`config.mk`:
```
export PLATFORM = sky130hd
export DESIGN_NAME = pdm_dsm_tx
export DESIGN_NICKNAME = d
export VERILOG_FILES = /design/src/rtl/pdm_tx_pkg.sv /design/src/rtl/pdm_dsm2.sv /design/src/rtl/pdm_dsm_tx.sv
export SDC_FILE = /design/constraint.sdc
export NUM_CORES = 1
export LEC_CHECK = 0
export ABC_AREA = 1
export CAP_MARGIN = 30
export CORE_MARGIN = 2
export CORE_UTILIZATION = 50
export CTS_CLUSTER_SIZE = 25
export DETAILED_ROUTE_END_ITERATION = 8
export PLACE_DENSITY = 0.71
export SLEW_MARGIN = 20
export SYNTH_ARGS = -nofsm -noshare
export SYNTH_HDL_FRONTEND = slang
export SYNTH_HIERARCHICAL = 1
export SYNTH_SLANG_ARGS = --single-unit
```
`constraint.sdc`:
```
create_clock -name mclk1 -period 5.8 [get_ports mclk1]
set_clock_uncertainty 0.1 [all_clocks]
set_input_delay 1.16 -clock mclk1 [delete_from_list [all_inputs] [get_ports mclk1]]
set_output_delay 1.16 -clock mclk1 [all_outputs]
set_load 0.1 [all_outputs]
```
`src/rtl/pdm_tx_pkg.sv`:
```
// pdm_dsm_tx shared definitions: accumulator width, feedback levels,
// clamp limits and the optional input clamp helper.
package pdm_tx_pkg;

  localparam int ACC_W     = 22;
  localparam int FB_POS    = 32768;
  localparam int FB_NEG    = -32768;
  localparam int CLAMP_MAX = 24575;
  localparam int CLAMP_MIN = -24576;

  typedef logic signed [ACC_W-1:0] acc_t;

  // Limit a PCM word to the modulator's stable input range.
  function automatic logic signed [15:0] clamp_pcm(
    input logic signed [15:0] d
  );
    logic signed [15:0] r;
    r = d;
    if (d > 16'(CLAMP_MAX)) r = 16'(CLAMP_MAX);
    if (d < $signed(16'(CLAMP_MIN))) r = 16'(CLAMP_MIN);
    return r;
  endfunction

endpackage

```
`src/rtl/pdm_dsm2.sv`:
```
// Second-order delta-sigma modulator core for pdm_dsm_tx.
// Integrators wrap modulo 2^ACC_W; pdm_out is registered.
module pdm_dsm2
  import pdm_tx_pkg::*;
(
  input  logic               mclk1,
  input  logic               reset,
  input  logic signed [15:0] hold,
  output logic               pdm_out
);

  acc_t int1_q;
  acc_t int1_d;
  acc_t int2_q;
  acc_t int2_d;
  acc_t x;
  acc_t fb;
  logic pdm_q;
  logic pdm_d;

  // Loop filter update and 1-bit quantiser decision.
  always_comb begin
    x      = {{(ACC_W-16){hold[15]}}, hold};
    fb     = pdm_q ? acc_t'(FB_POS) : acc_t'(FB_NEG);
    int1_d = int1_q + x - fb;
    int2_d = int2_q + int1_d - fb;
    pdm_d  = ~int2_d[ACC_W-1];
  end

  // Integrator and output state.
  always_ff @(posedge mclk1 or posedge reset) begin
    if (reset) begin
      int1_q <= '0;
      int2_q <= '0;
      pdm_q  <= 1'b0;
    end else begin
      int1_q <= int1_d;
      int2_q <= int2_d;
      pdm_q  <= pdm_d;
    end
  end

  assign pdm_out = pdm_q;

endmodule

```
`src/rtl/pdm_dsm_tx.sv`:
```
// PCM-to-PDM transmitter: one-word input buffer, zero-order hold,
// second-order modulator. Define PDM_TX_CLAMP_EN to clamp input words.
module pdm_dsm_tx
  import pdm_tx_pkg::*;
#(
  parameter int INT_RATE = 64,
  parameter int DATA_W   = 16
) (
  input  logic                     mclk1,
  input  logic                     reset,
  input  logic signed [DATA_W-1:0] pcm_data,
  input  logic                     pcm_valid,
  output logic                     pcm_ready,
  output logic                     pdm_out,
  output logic                     sample_strobe,
  output logic                     underrun
);

  localparam int CNT_W = $clog2(INT_RATE);

  logic [CNT_W-1:0]         cnt_q;
  logic [CNT_W-1:0]         cnt_d;
  logic                     full_q;
  logic                     full_d;
  logic signed [DATA_W-1:0] pbuf_q;
  logic signed [DATA_W-1:0] pbuf_d;
  logic signed [DATA_W-1:0] hold_q;
  logic signed [DATA_W-1:0] hold_d;
  logic                     strobe_q;
  logic                     strobe_d;
  logic                     urun_q;
  logic                     urun_d;
  logic signed [DATA_W-1:0] din;
  logic                     bnd;
  logic                     xfer;

  // Input word conditioning ahead of the buffer.
  always_comb begin
`ifdef PDM_TX_CLAMP_EN
    din = clamp_pcm(pcm_data);
`else
    din = pcm_data;
`endif
  end

  // Buffer, hold register, sample counter and strobe next-state.
  always_comb begin
    bnd      = (cnt_q == CNT_W'(INT_RATE - 1));
    xfer     = pcm_valid && !full_q;
    cnt_d    = bnd ? '0 : cnt_q + CNT_W'(1);
    full_d   = full_q;
    pbuf_d   = pbuf_q;
    hold_d   = hold_q;
    strobe_d = bnd && full_q;
    urun_d   = bnd && !full_q;
    if (xfer) begin
      pbuf_d = din;
      full_d = 1'b1;
    end
    if (bnd && full_q) begin
      hold_d = pbuf_q;
      full_d = 1'b0;
    end
  end

  // Handshake and sample-rate state.
  always_ff @(posedge mclk1 or posedge reset) begin
    if (reset) begin
      cnt_q    <= '0;
      full_q   <= 1'b0;
      pbuf_q   <= '0;
      hold_q   <= '0;
      strobe_q <= 1'b0;
      urun_q   <= 1'b0;
    end else begin
      cnt_q    <= cnt_d;
      full_q   <= full_d;
      pbuf_q   <= pbuf_d;
      hold_q   <= hold_d;
      strobe_q <= strobe_d;
      urun_q   <= urun_d;
    end
  end

  assign pcm_ready     = ~full_q;
  assign sample_strobe = strobe_q;
  assign underrun      = urun_q;

  pdm_dsm2 u_dsm (
    .mclk1   (mclk1),
    .reset   (reset),
    .hold    (hold_q),
    .pdm_out (pdm_out)
  );

endmodule
```
==> run_1/layer_met3.png <==
Scale: 2 px per um. Cells faint in the background.
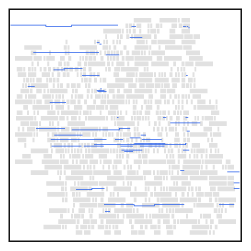
nets with wire on the layer: 39
wire length on this layer: 472 um
longest straight run: 45.8 um
main direction: horizontal
share of all routed wire: 3.8%
routed wire length: 12.5 mm
vias: 4,999
grt met3 use: 3.85%

==> run_1/clocks.png <==
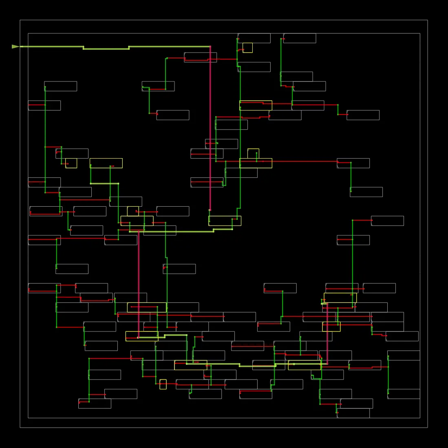
clock buf count: 10
Clock Sinks: 86
Num CTS Buffers: 9

==> run_1/wires.png <==
Scale: 3 px per um.
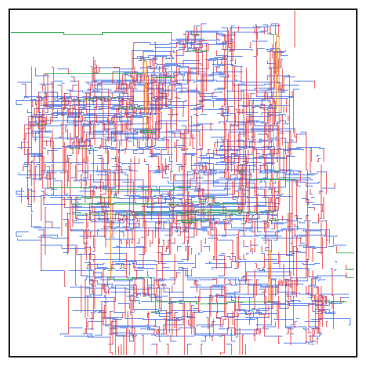
| layer | color | wire length |
|---|---|---|
| metal 1 | blue | 5,980 um |
| metal 3 | green | 472 um |
| metal 4 | orange | 254 um |
| metal 2 | red | 5,780 um |
drt wl/cell: 12.6 um
GRT Util Overall: 21.0%

==> metrics.csv, run 1 <==
stage,metric,value,unit
global_route,M2 GR Usage,33.8,%
power,peak supply drop,0.126,mV
detailed_routing,DRT iter0 DRCs,258,
cells_and_area,nets@finish,922,
detailed_routing,metal3 WL,471,um
synth,ao+oa area frac,8.02,%
cts,# hold bufs at CTS,0,
cells_and_area,ANT cells,0,
global_route,GRT overflow,0,
synth,Post-synth seq share,34.7,%
critical_path,Worst path slowest cell,dfrtp_1,
synth,Synth Area per Inst,7.81,um2
place,Buffers on Ports,22,
floorplan,die area,13300,um2
detailed_routing,final antenna-violating net count,0,
floorplan,Ports,23,
cells_and_area,Logic area,3330,um2
run,max_cap viols,0,
power,Clk power,599,uW
power,combinational power,27.6,uW
synth,adder share,18.2,%
global_route,number of global-route vias before repair,4917,
global_route,Top Usage Layer GRT,met2,
power,total design power,1.23,mW
worst_hold_path,HP Start,hold_q[8],
critical_path,Setup CP Type,flip-flop to flip-flop,
synth,Synth Instances,793,
synth,Mux cell area share,0,%
critical_path,"delay-heaviest family, CP",adder cells,
power,Top Consumer,registers,
synth,Synth top cell by count,nand2_1,
synth,Yosys warnings,6,
cells_and_area,flop share of the area,31.2,%
synth,ys flop type,dfrtp_1,
critical_path,critical path arrival,4930,ps
final_timing,Post-Route Setup TNS,0,ps
cells_and_area,Non-clock buffering overhead,3.59,%
power,sequential share of power,48.9,%
place,DP HPWL,9.93,mm
place,Inst Count DP,976,
detailed_routing,DR top layer,met4,
floorplan,fp util,51.4,%
critical_path,Critical Path Sink Type,flip-flop,
critical_path,Critical Path Source Type,flip-flop,
cells_and_area,Flop Count,86,
final_timing,min Tclk post-route,4760,ps
cts,CTS Buffer Depth,2,
final_timing,Min Hold Slack,369,ps
cells_and_area,Post-Layout Inst Area,6900,um2
power,Power Density,178,nW/um2
place,pre-CTS WS,1110,ps
floorplan,Well Taps,168,
run,stage-log warning count,27,
power,Internal Power,961,uW
synth,Post-synth EDFFs,0,
critical_path,Most Frequent Cell on Critical Path,inv_1,
detailed_routing,drt drc,0,
cells_and_area,Top cell excl fill/tap,nand2_1,
detailed_routing,metal1 wirelength,5.98,mm
cells_and_area,Top cells excl fill/tap,"nand2_1 (173), inv_1 (170), dfrtp_1 (86), ha_1 (74), nand3_1 (61)",
synth,Main area contributors,"dfrtp_1 (35%), ha_1 (15%), nand2_1 (10%)",
final_timing,worst slew pin tran,964,ps
critical_path,crit path from,u_dsm/pdm_out,
cts,cts repair resizes,0,
cts,root buf cell,clkbuf_16,
final_timing,Slew HR,35.5,%
final_timing,Final Max Tran Viols,0,
power,Net Sw Frac,21.7,%
synth,Synth area leader,dfrtp_1,
cells_and_area,Clock-cell share,4.46,%
floorplan,row count,40,
synth,Synth top area share,34.7,%
cells_and_area,Layout fillers,1120,
cts,clk latency late pin,340,ps
synth,mapped cell area,6190,um2
synth,commonest cells in the netlist,"nand2_1 (173), inv_1 (171), dfrtp_1 (86)",
cells_and_area,Plain + repair buffers,24,
cells_and_area,number of signal-net inverters in the final layout,173,
global_route,first-pass GRT wire length,22.1,mm
critical_path,reg2reg path depth,17,
critical_path,crit path DRT,5970,ps
synth,"FFs w/ async S/R, synth",100,%
cells_and_area,"Core Util, Final",57.2,%
floorplan,Die W,115,um
status,outcome,finished clean,
cells_and_area,area grow syn2layout,11.4,%
power,Comb pwr share,2.2,%
worst_hold_path,hold depth,2,
final_timing,RSZ-0062 raised after global routing,no,
synth,Synth cell types,36,
critical_path,flop-to-flop setup slack,1040,ps
final_timing,fin crit share,82.1,%
cts,H-tree levels,3,
final_timing,Final Hold Viols,0,
==> run_1/power_grid.png <==
Scale: 3 px per um. Pins as bars on the die edge. Tap cells in gray.
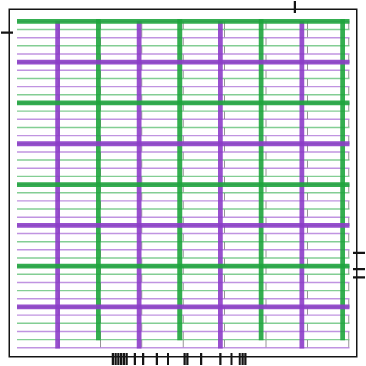

## Run 2: what changed since run 1
Settings changed: PLACE_DENSITY 0.71 to 0.74.
Clock period 5.8 ns to 4.2 ns, I/O delays scaled along.
==> run_2/power_grid.png <==
Scale: 3 px per um. Pins as bars on the die edge. Tap cells in gray.
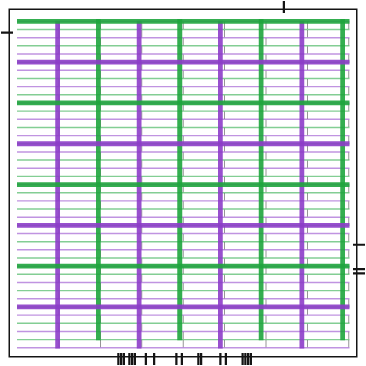
| net | color |
|---|---|
| VDD | green |
| VSS | purple |
met4 straps: 8
tap cells: 168
met1 rails: 41
die height: 115 um
CORE AREA: 12,100 um2

==> run_2/layer_met3.png <==
Scale: 2 px per um. Cells faint in the background.
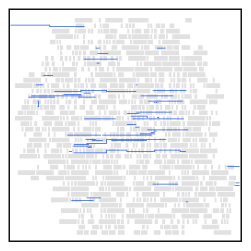
longest straight run: 29.7 um
nets with wire on the layer: 38
share of all routed wire: 4.4%
routed wire length: 12.9 mm
vias: 5,035
grt met3 use: 4.16%

==> run_2/clocks.png <==
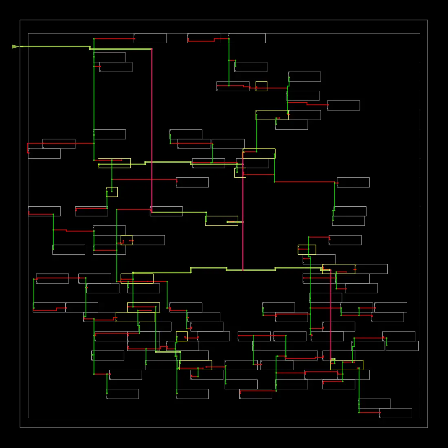
Clk power: 842 uW
Flop Count: 86
clk latency late pin: 350 ps

==> run 2 against run 1 <==
  * Worst setup slack worse by 900 ps
  * Hold slack better by 0.61 ps
  * First-iteration DRC count is 2.7% lower
  * Count of clock-buffer cells in the layout stayed put
  * Synthesized area stayed put
  * Sequential share of layout area is 1.7 points lower
  * Global-route usage is 0.11 points higher
  * Total power is 39% higher
==> metrics.csv, run 2 <==
stage,metric,value,unit,change
status,outcome,finished clean,,
cells_and_area,area grow syn2layout,18.1,%,
detailed_routing,drt drc,0,,unchanged
worst_hold_path,HP Start,hold_q[7],,
critical_path,crit path from,u_dsm/pdm_out,,
synth,adder share,18.2,%,unchanged
cells_and_area,number of signal-net inverters in the final layout,173,,unchanged
power,Net Sw Frac,22.0,%,+0.32 points
cells_and_area,share of post-route cells with drive strength above 1,12.1,%,
critical_path,Critical Path Sink Type,flip-flop,,
cells_and_area,clock buf count,10,,unchanged
critical_path,critical path arrival,4230,ps,-700 ps
cells_and_area,Post-Layout Inst Area,7320,um2,+6.0%
cells_and_area,Layout fillers,1058,,-5.5%
floorplan,fp util,51.4,%,unchanged
critical_path,flop-to-flop setup slack,140,ps,-900 ps
final_timing,fin crit share,96.6,%,+15 points
cts,Clock Sinks,86,,unchanged
synth,Synth cell types,36,,unchanged
detailed_routing,DR top layer,met4,,
power,Leak,4.07,nW,
synth,Post-synth seq share,34.7,%,unchanged
detailed_routing,metal3 WL,566,um,+20%
detailed_routing,metal1 wirelength,6.03,mm,+0.74%
detailed_routing,drt wl/cell,12.8,um,+1.7%
cells_and_area,Top cell excl fill/tap,nand2_1,,
synth,cells in synth_stat.txt,793,,
synth,Synth area leader,dfrtp_1,,
floorplan,Die W,115,um,unchanged
worst_hold_path,hold depth,2,,unchanged
detailed_routing,final antenna-violating net count,0,,unchanged
run,stage-log warning count,28,,+3.7%
global_route,GRT Util Overall,21.1,%,+0.11 points
detailed_routing,metal2 WL,6.16,mm,
synth,Synth Instances,793,,unchanged
place,Inst Count DP,988,,+1.2%
cells_and_area,Plain + repair buffers,43,,+79%
power,Comb pwr share,2.2,%,about the same
floorplan,Ports,23,,unchanged
synth,Post-synth EDFFs,0,,unchanged
critical_path,reg2reg path depth,17,,unchanged
synth,"FFs w/ async S/R, synth",100,%,unchanged
place,Buffers on Ports,22,,unchanged
power,Top Consumer,clock,,
detailed_routing,DRT iter0 DRCs,251,,-2.7%
floorplan,die area,13300,um2,unchanged
power,Internal Power,1.33,mW,+39%
cells_and_area,flop share of the area,29.5,%,-1.7 points
cells_and_area,Non-clock buffering overhead,5.30,%,+1.7 points
cts,H-tree levels,3,,unchanged
final_timing,Min Hold Slack,370,ps,+0.612 ps
final_timing,Post-Route Setup TNS,0,ps,unchanged
final_timing,min Tclk post-route,4060,ps,-702 ps
cells_and_area,ANT cells,0,,unchanged
synth,Yosys warnings,6,,unchanged
run,max_cap viols,0,,unchanged
place,DP HPWL,10.1,mm,+2.1%
cts,cts repair resizes,0,,unchanged
place,pre-CTS WS,27.1,ps,-1080 ps
synth,mapped cell area,6190,um2,unchanged
critical_path,crit path DRT,4370,ps,-1600 ps
cts,# hold bufs at CTS,0,,unchanged
cells_and_area,"Core Util, Final",60.7,%,+3.5 points
cts,Num CTS Buffers,9,,unchanged
critical_path,"delay-heaviest family, CP",adder cells,,
final_timing,Final Max Tran Viols,0,,unchanged
cts,CTS Buffer Depth,2,,unchanged
cells_and_area,Logic area,3600,um2,+7.9%
cts,root buf cell,clkbuf_16,,
power,sequential share of power,48.5,%,-0.4 points
critical_path,FF-to-FF End,u_dsm/int2_q[19],,
synth,ao+oa area frac,8.02,%,unchanged
final_timing,worst slew pin tran,959,ps,-5.56 ps
floorplan,row count,40,,unchanged
global_route,number of global-route vias before repair,4861,,-1.1%
synth,Synth top area share,34.7,%,unchanged
power,combinational power,38.0,uW,+38%
final_timing,Final Hold Viols,0,,unchanged
cells_and_area,nets@finish,941,,+2.1%
power,Power Density,233,nW/um2,+31%
global_route,GRT overflow,0,,unchanged
cells_and_area,Clock-cell share,4.27,%,-0.19 points
global_route,M2 GR Usage,34.0,%,+0.19 points
critical_path,CP Max Fanout,8,,
synth,commonest cells in the netlist,"nand2_1 (173), inv_1 (171), dfrtp_1 (86)",,
critical_path,Critical Path Source Type,flip-flop,,
global_route,first-pass GRT wire length,22.3,mm,+0.72%
cells_and_area,Top cells excl fill/tap,"nand2_1 (167), inv_1 (165), dfrtp_1 (84), ha_1 (66), nand3_1 (57)",,
critical_path,Setup CP Type,flip-flop to flip-flop,,
final_timing,Slew HR,35.9,%,+0.37 points
synth,Synth top cell by count,nand2_1,,
synth,Main area contributors,"dfrtp_1 (35%), ha_1 (15%), nand2_1 (10%)",,
final_timing,RSZ-0062 raised after global routing,yes,,
synth,Synth Area per Inst,7.81,um2,unchanged
power,peak supply drop,0.203,mV,+62%
critical_path,Worst path slowest cell,fa_1,,
synth,ys flop type,dfrtp_1,,
synth,Mux cell area share,0,%,unchanged
floorplan,Well Taps,168,,unchanged
global_route,Top Usage Layer GRT,met2,,
No activity file was given, so power comes from the tool's default toggle rates.
